## src/rtl/dc_ref_feeder_if.sv

```systemverilog
// Read-side bus between the DC reference feeder and the top/left neighbour line buffers.
// The master drives enables/addresses; the slave returns data one cycle later.
interface dc_ref_feeder_if #(
  parameter int ADDR_W = 4
);
  logic              top_rd_en;
  logic [ADDR_W-1:0] top_rd_addr;
  logic [31:0]       top_rd_data;
  logic              left_rd_en;
  logic [ADDR_W-1:0] left_rd_addr;
  logic [31:0]       left_rd_data;

  modport master (
    output top_rd_en, top_rd_addr, left_rd_en, left_rd_addr,
    input  top_rd_data, left_rd_data
  );

  modport slave (
    input  top_rd_en, top_rd_addr, left_rd_en, left_rd_addr,
    output top_rd_data, left_rd_data
  );
endinterface

```

## src/rtl/dc_ref_feeder.sv

```systemverilog
// Sequences neighbour-buffer reads and DC-unit strobes for one PU (4x4..64x64).
// Three-stage pipe: issue read -> buffer data -> registered strobes/refs.
module dc_ref_feeder #(
  parameter int ADDR_W = 4
) (
  input  logic             clk,
  input  logic             rst_n,
  input  logic             start,
  input  logic [2:0]       pu_size,
  input  logic             top_avail,
  input  logic             left_avail,
  output logic             busy,
  output logic             done,
  dc_ref_feeder_if.master  nbr,
  output logic [2:0]       PU,
  output logic             LEFT_VALID,
  output logic             TOP_VALID,
  output logic             DCVAL_flag,
  output logic [7:0]       TOP_REF0,
  output logic [7:0]       TOP_REF1,
  output logic [7:0]       TOP_REF2,
  output logic [7:0]       TOP_REF3,
  output logic [7:0]       LEFT_REF0,
  output logic [7:0]       LEFT_REF1,
  output logic [7:0]       LEFT_REF2,
  output logic [7:0]       LEFT_REF3
);

  typedef enum logic [2:0] {
    IDLE,
    CLR,
    LEFT,
    TOP,
    FLAG,
    COMBINED,
    DRAIN
  } state_t;

  state_t     state;
  logic [3:0] cnt;
  logic [3:0] g_last;
  logic [2:0] pu_q;
  logic       top_av_q;
  logic       left_av_q;

  // Slot kind travelling alongside the read: stage 1 (read issued) and stage 2 (data back).
  logic p1_l, p1_t, p1_f;
  logic p2_l, p2_t, p2_f;

  assign PU = pu_q;

  always_comb begin
    g_last = 4'd0;
    case (pu_q)
      3'd0:    g_last = 4'd0;
      3'd1:    g_last = 4'd1;
      3'd2:    g_last = 4'd3;
      3'd3:    g_last = 4'd7;
      default: g_last = 4'd15;
    endcase
  end

  always_ff @(posedge clk or negedge rst_n) begin
    if (!rst_n) begin
      state            <= IDLE;
      cnt              <= '0;
      busy             <= 1'b0;
      done             <= 1'b0;
      pu_q             <= '0;
      top_av_q         <= 1'b0;
      left_av_q        <= 1'b0;
      nbr.top_rd_en    <= 1'b0;
      nbr.left_rd_en   <= 1'b0;
      nbr.top_rd_addr  <= '0;
      nbr.left_rd_addr <= '0;
      p1_l             <= 1'b0;
      p1_t             <= 1'b0;
      p1_f             <= 1'b0;
    end else begin
      done           <= 1'b0;
      nbr.top_rd_en  <= 1'b0;
      nbr.left_rd_en <= 1'b0;
      p1_l           <= 1'b0;
      p1_t           <= 1'b0;
      p1_f           <= 1'b0;
      case (state)
        IDLE: begin
          // busy still high here means this is the done cycle; starts are dropped
          if (busy) begin
            busy <= 1'b0;
          end else if (start) begin
            busy             <= 1'b1;
            pu_q             <= (pu_size > 3'd4) ? 3'd4 : pu_size;
            top_av_q         <= top_avail;
            left_av_q        <= left_avail;
            nbr.top_rd_addr  <= '0;
            nbr.left_rd_addr <= '0;
            cnt              <= '0;
            if (pu_size == 3'd0) begin
              state          <= COMBINED;
              nbr.top_rd_en  <= top_avail;
              nbr.left_rd_en <= left_avail;
              p1_l           <= 1'b1;
              p1_t           <= 1'b1;
              p1_f           <= 1'b1;
            end else begin
              state <= CLR;
              p1_f  <= 1'b1;
            end
          end
        end
        CLR: begin
          state            <= LEFT;
          cnt              <= '0;
          nbr.left_rd_en   <= left_av_q;
          nbr.left_rd_addr <= '0;
          p1_l             <= 1'b1;
        end
        LEFT: begin
          if (cnt == g_last) begin
            state           <= TOP;
            cnt             <= '0;
            nbr.top_rd_en   <= top_av_q;
            nbr.top_rd_addr <= '0;
            p1_t            <= 1'b1;
          end else begin
            cnt              <= cnt + 4'd1;
            nbr.left_rd_en   <= left_av_q;
            nbr.left_rd_addr <= ADDR_W'(cnt + 4'd1);
            p1_l             <= 1'b1;
          end
        end
        TOP: begin
          if (cnt == g_last) begin
            state <= FLAG;
            cnt   <= '0;
            p1_f  <= 1'b1;
          end else begin
            cnt             <= cnt + 4'd1;
            nbr.top_rd_en   <= top_av_q;
            nbr.top_rd_addr <= ADDR_W'(cnt + 4'd1);
            p1_t            <= 1'b1;
          end
        end
        FLAG, COMBINED: begin
          state <= DRAIN;
          cnt   <= '0;
        end
        DRAIN: begin
          if (cnt == 4'd1) begin
            state <= IDLE;
            done  <= 1'b1;
          end else begin
            cnt <= 4'd1;
          end
        end
        default: state <= IDLE;
      endcase
    end
  end

  // Presentation stage: unavailable sides read nothing and present the mid-grey 0x80.
  always_ff @(posedge clk or negedge rst_n) begin
    if (!rst_n) begin
      p2_l       <= 1'b0;
      p2_t       <= 1'b0;
      p2_f       <= 1'b0;
      LEFT_VALID <= 1'b0;
      TOP_VALID  <= 1'b0;
      DCVAL_flag <= 1'b0;
      {TOP_REF3, TOP_REF2, TOP_REF1, TOP_REF0}     <= 32'h0;
      {LEFT_REF3, LEFT_REF2, LEFT_REF1, LEFT_REF0} <= 32'h0;
    end else begin
      p2_l       <= p1_l;
      p2_t       <= p1_t;
      p2_f       <= p1_f;
      LEFT_VALID <= p2_l;
      TOP_VALID  <= p2_t;
      DCVAL_flag <= p2_f;
      {TOP_REF3, TOP_REF2, TOP_REF1, TOP_REF0} <=
        p2_t ? (top_av_q ? nbr.top_rd_data : 32'h80808080) : 32'h0;
      {LEFT_REF3, LEFT_REF2, LEFT_REF1, LEFT_REF0} <=
        p2_l ? (left_av_q ? nbr.left_rd_data : 32'h80808080) : 32'h0;
    end
  end

endmodule
```

## src/flat_wrapper.sv

```systemverilog
// flat-port wrapper written by rule: the top's interface ports become plain ports
module dc_ref_feeder_flat 
#(
  parameter int ADDR_W = 4
)
  (clk, rst_n, start, pu_size, top_avail, left_avail, busy, done, PU, LEFT_VALID, TOP_VALID, DCVAL_flag, TOP_REF0, TOP_REF1, TOP_REF2, TOP_REF3, LEFT_REF0, LEFT_REF1, LEFT_REF2, LEFT_REF3, nbr_top_rd_en, nbr_top_rd_addr, nbr_left_rd_en, nbr_left_rd_addr, nbr_top_rd_data, nbr_left_rd_data);
  dc_ref_feeder_if #(.ADDR_W(ADDR_W)) nbr_i ();
  input  logic clk;
  input  logic rst_n;
  input  logic start;
  input  logic [2:0] pu_size;
  input  logic top_avail;
  input  logic left_avail;
  output logic busy;
  output logic done;
  output logic [2:0] PU;
  output logic LEFT_VALID;
  output logic TOP_VALID;
  output logic DCVAL_flag;
  output logic [7:0] TOP_REF0;
  output logic [7:0] TOP_REF1;
  output logic [7:0] TOP_REF2;
  output logic [7:0] TOP_REF3;
  output logic [7:0] LEFT_REF0;
  output logic [7:0] LEFT_REF1;
  output logic [7:0] LEFT_REF2;
  output logic [7:0] LEFT_REF3;
  output wire logic [$bits(nbr_i.top_rd_en)-1:0] nbr_top_rd_en;
  output wire logic [$bits(nbr_i.top_rd_addr)-1:0] nbr_top_rd_addr;
  output wire logic [$bits(nbr_i.left_rd_en)-1:0] nbr_left_rd_en;
  output wire logic [$bits(nbr_i.left_rd_addr)-1:0] nbr_left_rd_addr;
  input wire logic [$bits(nbr_i.top_rd_data)-1:0] nbr_top_rd_data;
  input wire logic [$bits(nbr_i.left_rd_data)-1:0] nbr_left_rd_data;
  assign nbr_top_rd_en = nbr_i.top_rd_en;
  assign nbr_top_rd_addr = nbr_i.top_rd_addr;
  assign nbr_left_rd_en = nbr_i.left_rd_en;
  assign nbr_left_rd_addr = nbr_i.left_rd_addr;
  assign nbr_i.top_rd_data = nbr_top_rd_data;
  assign nbr_i.left_rd_data = nbr_left_rd_data;
  dc_ref_feeder #(.ADDR_W(ADDR_W)) u_core (.clk(clk), .rst_n(rst_n), .start(start), .pu_size(pu_size), .top_avail(top_avail), .left_avail(left_avail), .busy(busy), .done(done), .nbr(nbr_i), .PU(PU), .LEFT_VALID(LEFT_VALID), .TOP_VALID(TOP_VALID), .DCVAL_flag(DCVAL_flag), .TOP_REF0(TOP_REF0), .TOP_REF1(TOP_REF1), .TOP_REF2(TOP_REF2), .TOP_REF3(TOP_REF3), .LEFT_REF0(LEFT_REF0), .LEFT_REF1(LEFT_REF1), .LEFT_REF2(LEFT_REF2), .LEFT_REF3(LEFT_REF3));
endmodule
```

## config.mk

```make
export PLATFORM = sky130hd
export DESIGN_NAME = dc_ref_feeder_flat
export DESIGN_NICKNAME = d
export VERILOG_FILES = /design/src/rtl/dc_ref_feeder_if.sv /design/src/rtl/dc_ref_feeder.sv /design/src/flat_wrapper.sv
export SDC_FILE = /design/constraint.sdc
export NUM_CORES = 1
export LEC_CHECK = 0
export CORE_MARGIN = 5
export CORE_UTILIZATION = 42
export DETAILED_ROUTE_END_ITERATION = 8
export GPL_TIMING_DRIVEN = 0
export PLACE_DENSITY = 0.76
export SETUP_SLACK_MARGIN = 0.5
export SKIP_LAST_GASP = 1
export SYNTH_ARGS = -nofsm -noshare
export SYNTH_HDL_FRONTEND = slang
export SYNTH_SLANG_ARGS = --single-unit
```

## constraint.sdc

```tcl
create_clock -name clk -period 2 [get_ports clk]
set_input_delay 0.3 -clock clk [delete_from_list [all_inputs] [get_ports clk]]
set_output_delay 0.3 -clock clk [all_outputs]
set_load 0.005 [all_outputs]
```

==> Slide: Implementation Results, run 1 <==
Physical Implementation Snapshot

Logic synthesis
  – Synth cell types: 46
  – Async SR Flop Fraction: 100%
  – Main synth FF type: dfrtp_1
  – Yosys aoi share: 8.56%
  – EDFF count, synth: 0
  – Sequential-to-total area share from yosys stat: 66.9%
  – Syn_area_per_cell: 12.7 µm²
  – XOR/XNOR share of the synthesized area: 1.62%
  – Adder share: 0.690%
  – Yosys stat area: 3630 µm²
  – Cell Area, Synth: 3630 µm²
  – Ys cells: 286
  – Dominant comb cell: simple AND/OR/NAND/NOR gates
  – Mapped Cells: 286
  – Synth Register Bits: 97
  – Post-synth net total: 360

STA
  – Final hold slack: 0.354 ns
  – Cycle use final: 86.2%
  – Fin. Hold Viols: 0
  – Tmin final: 1.72 ns
  – Slew HR: 60.0%
  – Unrepaired setup endpoints after global routing: yes
  – Count of final setup violators: 0
  – Final setup TNS: 0 ns
  – Fmax: 580 MHz
  – Fin. max-slew vios: 0

Global routing
  – Gr usage total: 19.3%
  – Layer with the highest usage: met2
  – GR Layer Usage met1: 23.2%
  – Largest net degree at the start of global routing: 53
  – GR Util met2: 33.4%
  – Met3 GRT Util: 3.92%
  – Via count of the first global-routing pass: 3135
  – Initial antenna violation count: 0
  – Total gr overflow: 0

Die
  – DIE HEIGHT: 103 µm
  – FP Core Util: 43.7%
  – Core footprint: 8300 µm²
  – IO Pins: 154
  – Die width: 103 µm

Cells and area
  – N_diodes: 0
  – Layout Nets: 544
  – Layout cells sized above 1: 18.1%
  – Area delta synth->final: 61.3%

CTS
  – Clock transition at the registers of the reported paths: 0.09 ns
  – Clk root buf: clkbuf_8
  – CTS tree: done
  – CTS H-tree lvls: 3
  – TritonCTS Buffers: 9

Power
  – Max VDD drop: 0.00104 V
  – PD cells: 1280 nW/µm²
  – LEAKAGE: 3.36 nW

Worst setup path
  – CP max FO: 7
  – Flop2flop setup slack: 0.28 ns
  – Critical Path Source Type: register
  – Crit path DRT: 2.25 ns
  – Arrival time of the worst setup path: 1.97 ns
  – Crit path capture type: register
  – Crit path kind: register to register

Job
  – Log Warnings: 30
  – Max_cap viols: 0

Route
  – Vias/cell: 5.07
  – Number of remaining DRC errors: 0
  – Detailed Route WL: 10100 µm
  – DRC marker count from the first detailed-route iteration: 110
  – Drt wl/cell: 17.5 µm
  – Vias: 2941
  – DRT Pass-1 Iters: 4
  – Post-route ant nets: 0

Hold path
  – HP Class: register to register

Run status
  – Run status: completed

Placement
  – Placer Congestion: 0.826
  – DP HPWL: 7210 µm
run 1: layer usage:
metal  routed length, µm  up-vias
li1                    -     1361
met1                3920     1445
met2                5200      112
met3                 760       23
met4                 271        0
met5                   0        -
run 1: logic make-up (layout without fill, tap and decap cells):
kind of cell / count (synthesis) / count (layout)
and+or+nand+nor: 99 / 99
DFF: 97 / 97
AOI/OAI and AO/OA: 41 / 41
buffers and inverters: 36 / 225
muxes: 6 / 6
xor gates and xnor gates: 5 / 5
adders and majority gates: 2 / 2
run 1: sequential cells by signal, indices dropped and copies added, names as in the netlist, 4 cells and up:
signal / cells
u_core.TOP_REF0: 8
u_core.LEFT_REF1: 8
u_core.LEFT_REF2: 8
u_core.nbr.top_rd_addr: 4
u_core.LEFT_REF3: 8
u_core.TOP_REF3: 8
u_core.nbr.left_rd_addr: 4
u_core.cnt: 4
u_core.TOP_REF2: 8
u_core.LEFT_REF0: 8
u_core.TOP_REF1: 8
run 1: metrics by stage:
stage | setup WS [ns] | cells | total power [mW] | utilization [%] | instance area (µm²)
floorplan | 0.402 | 286 | 4.43 | - | 3690
global placement | -2.88 | 544 | 5.82 | 64.5 | 5350
detailed placement | -0.0727 | 545 | 5.94 | 64.8 | 5380
CTS | 0.282 | 578 | 7.29 | 68.7 | 5700
global route | 0.187 | 580 | 7.99 | 70.5 | 5850
finish | 0.275 | 580 | 7.48 | 70.5 | 5850
run 1: worst paths after layout:
path,start,end,cells past startpoint
max in group asynchronous,rst_n,u_core.cnt[1],3
min reg2reg,u_core.p1_l,u_core.p2_l,0
min in group asynchronous,rst_n,u_core.LEFT_REF3[7],2
min,u_core.p1_l,u_core.p2_l,0
max reg2reg,u_core.cnt[0],u_core.nbr.top_rd_addr[0],6
max,u_core.cnt[0],u_core.nbr.top_rd_addr[0],6
run 1: repair_timing:
| item | 4_1_cts | 5_1_grt |
|---|---|---|
| cloned | 1 | 0 |
| hold buffers | 1 | 0 |
| gates resized | 88 | 35 |
| pin swaps | 7 | 4 |
| endpoints found under the hold margin | 45 | 0 |
| buffers inserted | 15 | 2 |
| endpoints found under the setup margin | 89 | 42 |
run 1: cell usage after synthesis, types with 4 or more instances:
cell	instances	area, µm²
a21boi_0	10	75.1
a21oi_1	4	20.0
clkbuf_1	16	60.1
nor3_1	4	20.0
nand2b_1	4	25.0
inv_1	15	56.3
nor2_1	7	26.3
and3_1	58	363
o32ai_1	4	35.0
mux2_2	5	56.3
dfrtp_1	97	2430
o21ai_0	5	25.0
nand2_1	10	37.5
run 1: report_power, final:
group / internal (mW) / switching, mW
Sequential: 2.53 / 0.286
Clock: 0.499 / 0.691
Combinational: 1.81 / 1.67
run 1: final cells by class:
type | count | area [µm²]
buffer | 21 | 106
clock buffer | 10 | 138
clock inverter | 6 | 50.0
fill | 625 | 2450
inverter | 15 | 56.3
multi-input combinational | 153 | 1260
sequential | 97 | 2430
tap | 105 | 131
timing repair buffer | 173 | 1680
run 1: worst max-delay path: stages, from the launching register on:
cell and delay (ns):
dfrtp_1 0.41, buf_6 0.13, xnor2_2 0.12, nand3_2 0.10, a31oi_4 0.30, mux2_4 0.34
a32o_1 0.21
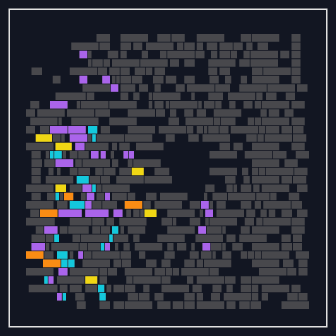
Figure 1: run 1, logic cells by family.
orange -> xor and xnor cells  # cells 5, most used xnor2_2
cyan -> nand cells  # cells 19, most used nand2_1
yellow -> mux cells  # cells 6, most used mux2_2, where middle left
purple -> aoi and oai cells  # cells 32, most used a21boi_0
Commonest Layout Cell: dfrtp_1
Comb/total area: 21.5%

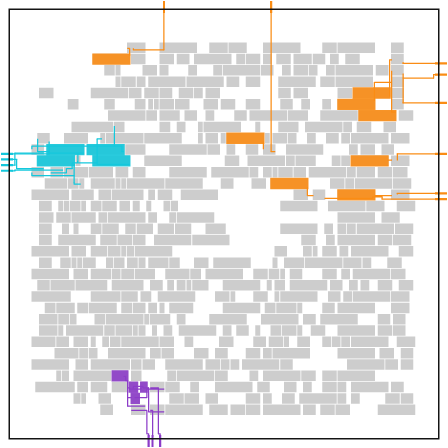
Figure 2: run 1, I/O nets highlighted.
cyan -> nbr_left_rd_addr  # bits 4, direction output, edge left, end cells 4, buffers 4, wire 136 µm
purple -> pu_size  # bits 3, direction input, edge bottom, end cells 4, buffers 3, wire 71.3 µm
orange -> LEFT_REF0  # bits 8, direction output, edge 6 right, 2 top, end cells 8, buffers 8, wire 173 µm

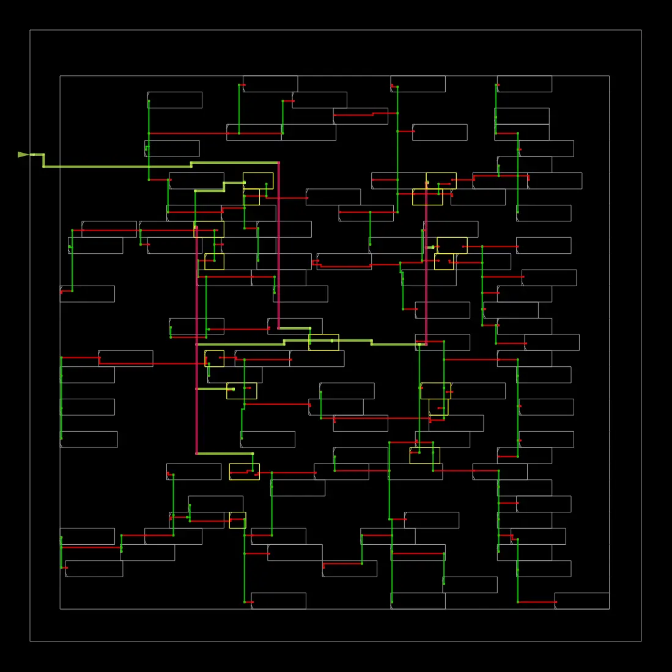
Figure 3: run 1, the clock network.
Skew-Pair Late Insertion Delay: 0.36 ns
CTS sink count: 97
Clock Skew: 0.00926 ns
Clock group: 1.19 mW

Figure 4. Routed clock nets over the placement (run 1).
Scale bar: 20 µm.
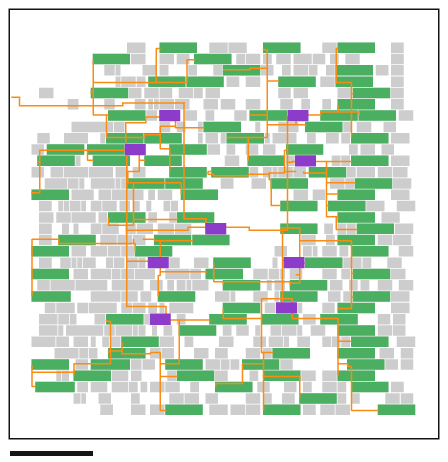

==> run 2, diff against run 1 <==
--- a/config.mk
+++ b/config.mk
@@ -12,6 +12,7 @@
 export PLACE_DENSITY = 0.76
 export SETUP_SLACK_MARGIN = 0.5
 export SKIP_LAST_GASP = 1
+export SLEW_MARGIN = 30
 export SYNTH_ARGS = -nofsm -noshare
 export SYNTH_HDL_FRONTEND = slang
 export SYNTH_SLANG_ARGS = --single-unit
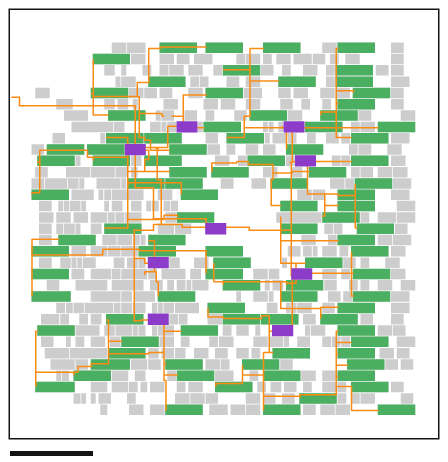
Figure 5: run 2, routed clock nets over the placement.
Scale bar: 20 µm.
green -> flip-flops  # count 97
orange -> clock wires  # length 1080 µm
purple -> clock-net drivers  # count 9
routed clock nets = 10
flops lie = widely spread

==> Slide: Implementation Results, run 2 <==
Physical Implementation Snapshot

Run status
  – Run status: completed

Worst setup path
  – Slowest stage cell, crit path: dfrtp_1
  – CP top delay family: AND-OR/OR-AND gates
  – Reg-to-Reg Start: u_core.cnt[0]
  – Worst reg2reg path depth: 6
  – Worst r2r dst: u_core.nbr.top_rd_addr[2]
  – Crit path depth: 6
  – Arrival time of the worst setup path: 1.98 ns
  – CP bufs+invs: 1
  – Flop2flop setup slack: 0.26 ns
  – Setup crit start: u_core.cnt[0]
  – Crit path DRT: 2.24 ns
  – Critical Path Source Type: register
  – Crit path capture type: register
  – Critical Path Sink: u_core.nbr.top_rd_addr[2]
  – Crit path kind: register to register
  – Crit path cell chain: buf_6 -> xnor2_2 -> nand3_2 -> a31oi_4 -> o21ai_2 -> a311o_1
  – CP max FO: 6

Logic synthesis
  – Top area cell types: dfrtp_1, and3_1, a21boi_0
  – Syn_area_per_cell: 12.7 µm²
  – Synth cell types: 46
  – EDFF count, synth: 0
  – Area share, top type: 66.9%
  – Mapped Cells: 286
  – Adder share: 0.690%
  – Ys cells: 286
  – Most numerous cell in the Yosys netlist: dfrtp_1
  – Commonest cells post-synth: dfrtp_1, and3_1, clkbuf_1
  – Main synth FF type: dfrtp_1
  – Top cell type by total area after synthesis: dfrtp_1
  – Synth Register Bits: 97
  – Sequential-to-total area share from yosys stat: 66.9%
  – Async SR Flop Fraction: 100%
  – Post-synth net total: 360
  – Yosys aoi share: 8.56%
  – Dominant comb cell: simple AND/OR/NAND/NOR gates
  – XOR/XNOR share of the synthesized area: 1.62%

Global routing
  – Initial antenna violation count: 0
  – Gr usage total: 19.4%
  – Via count of the first global-routing pass: 3143

Cells and area
  – Commonest Layout Cell: dfrtp_1
  – Post-layout util: 70.2%
  – N_diodes: 0
  – Layout Nets: 543
  – Layout cells sized above 1: 16.9%
  – Post-route cell area: 5820 µm²
  – Area delta synth->final: 60.6%
  – Fillers: 610

Power
  – Power consumption: 7.47 mW
  – LEAKAGE: 3.32 nW
  – Max VDD drop: 0.000977 V
  – PD cells: 1280 nW/µm²

STA
  – Fmax: 576 MHz
  – Tmin final: 1.74 ns
  – Count of final setup violators: 0
  – Unrepaired setup endpoints after global routing: yes
  – Cycle use final: 86.8%
  – Fin. Hold Viols: 0
  – Fin. max-slew vios: 0
  – Slew HR: 67.8%

Placement
  – Placer Congestion: 0.826
  – DP HPWL: 7200 µm
  – Area after DPL: 5380 µm²

CTS
  – CTS sink count: 97
  – Skew-Pair Late Insertion Delay: 0.36 ns
  – CTS H-tree lvls: 3
  – Clock transition at the registers of the reported paths: 0.09 ns
  – TritonCTS Buffers: 9
  – CTS tree: done
  – Clk root buf: clkbuf_8

Die
  – Die width: 103 µm
  – IO Pins: 154
  – DIE HEIGHT: 103 µm
  – Core footprint: 8300 µm²
  – FP Core Util: 43.7%

Route
  – Number of remaining DRC errors: 0
  – DRT Pass-1 Iters: 4
  – Detailed Route WL: 10200 µm
  – Post-route ant nets: 0
  – DRC marker count from the first detailed-route iteration: 79
  – Drt wl/cell: 17.5 µm
  – Vias: 2951
  – Vias/cell: 5.10

Job
  – Max_cap viols: 0
  – Log Warnings: 30

Hold path
  – Worst Hold Launch: u_core.p1_l
[run 2: cell counts after synthesis]
No cell type changed its count.
[run 2: where the power goes]
| group | leakage, nW | switching, mW | internal [mW] | total, mW |
|---|---|---|---|---|
| Clock | 0.0929 | 0.679 | 0.583 | 1.26 |
| Combinational | 1.95 | 1.61 | 1.77 | 3.38 |
| Sequential | 1.28 | 0.300 | 2.53 | 2.83 |
[run 2: metrics by stage]
stage	hold slack [ns]	instances	TNS, ns	worst slack [ns]
final	0.356	579	0	0.265
after global routing	0.365	579	0	0.224
after CTS	0.356	577	0	0.290
after detailed placement	0.261	545	-0.238	-0.0638
after global placement	0.334	544	-278.86	-2.88
after floorplan	0.00441	286	0	0.402
[run 2: layout make-up]
| class | count | area [µm²] | area share (%) |
|---|---|---|---|
| Tap cell | 105 | 131 | 2.26 |
| Timing Repair Buffer | 172 | 1670 | 28.7 |
| Sequential cell | 97 | 2430 | 41.7 |
| Inverter | 15 | 56.3 | 0.967 |
| Clock buffer | 10 | 128 | 2.19 |
| Buffer | 21 | 109 | 1.87 |
| Multi-Input combinational cell | 153 | 1230 | 21.1 |
| Clock inverter | 6 | 67.6 | 1.16 |
[run 2: cells by family (layout without fill, tap and decap cells)]
| kind of cell | count (synthesis) | count (layout) |
|---|---|---|
| adders and majority gates | 2 | 2 |
| and+or+nand+nor | 99 | 99 |
| buffers and inverters | 36 | 224 |
| muxes | 6 | 6 |
| AOI/OAI and AO/OA | 41 | 41 |
| DFF | 97 | 97 |
| xor gates and xnor gates | 5 | 5 |
[run 2: timing repair]
action	CTS	global route
setup endpoints to repair	90	40
setup buffers	15	2
endpoints found under the hold margin	45	0
gates resized	84	35
cloned	0	0
pin swaps	5	1
hold buffers	1	0
[run 2: routing by layer]
metal	share of wire [%]	track usage [%]	routed length (µm)	up-vias
li1	-	-	-	1359
met1	38	23.4	3820	1459
met2	52	33.7	5270	108
met3	7.8	4.13	797	25
met4	2.7	8.27	279	0
met5	0	0	0	-
[run 2: how the worst min path moves through the flow]
stage	end	slack [ns]	cells after the start
floorplan	u_core.DCVAL_flag	0.004	0
global placement	u_core.DCVAL_flag	0.33	0
detailed placement	u_core.LEFT_REF2[7]	0.26	1
CTS	u_core.p2_l	0.36	0
global route	u_core.p2_l	0.36	0
finish	u_core.p2_l	0.36	0
Power is estimated from default activity; no workload was simulated.
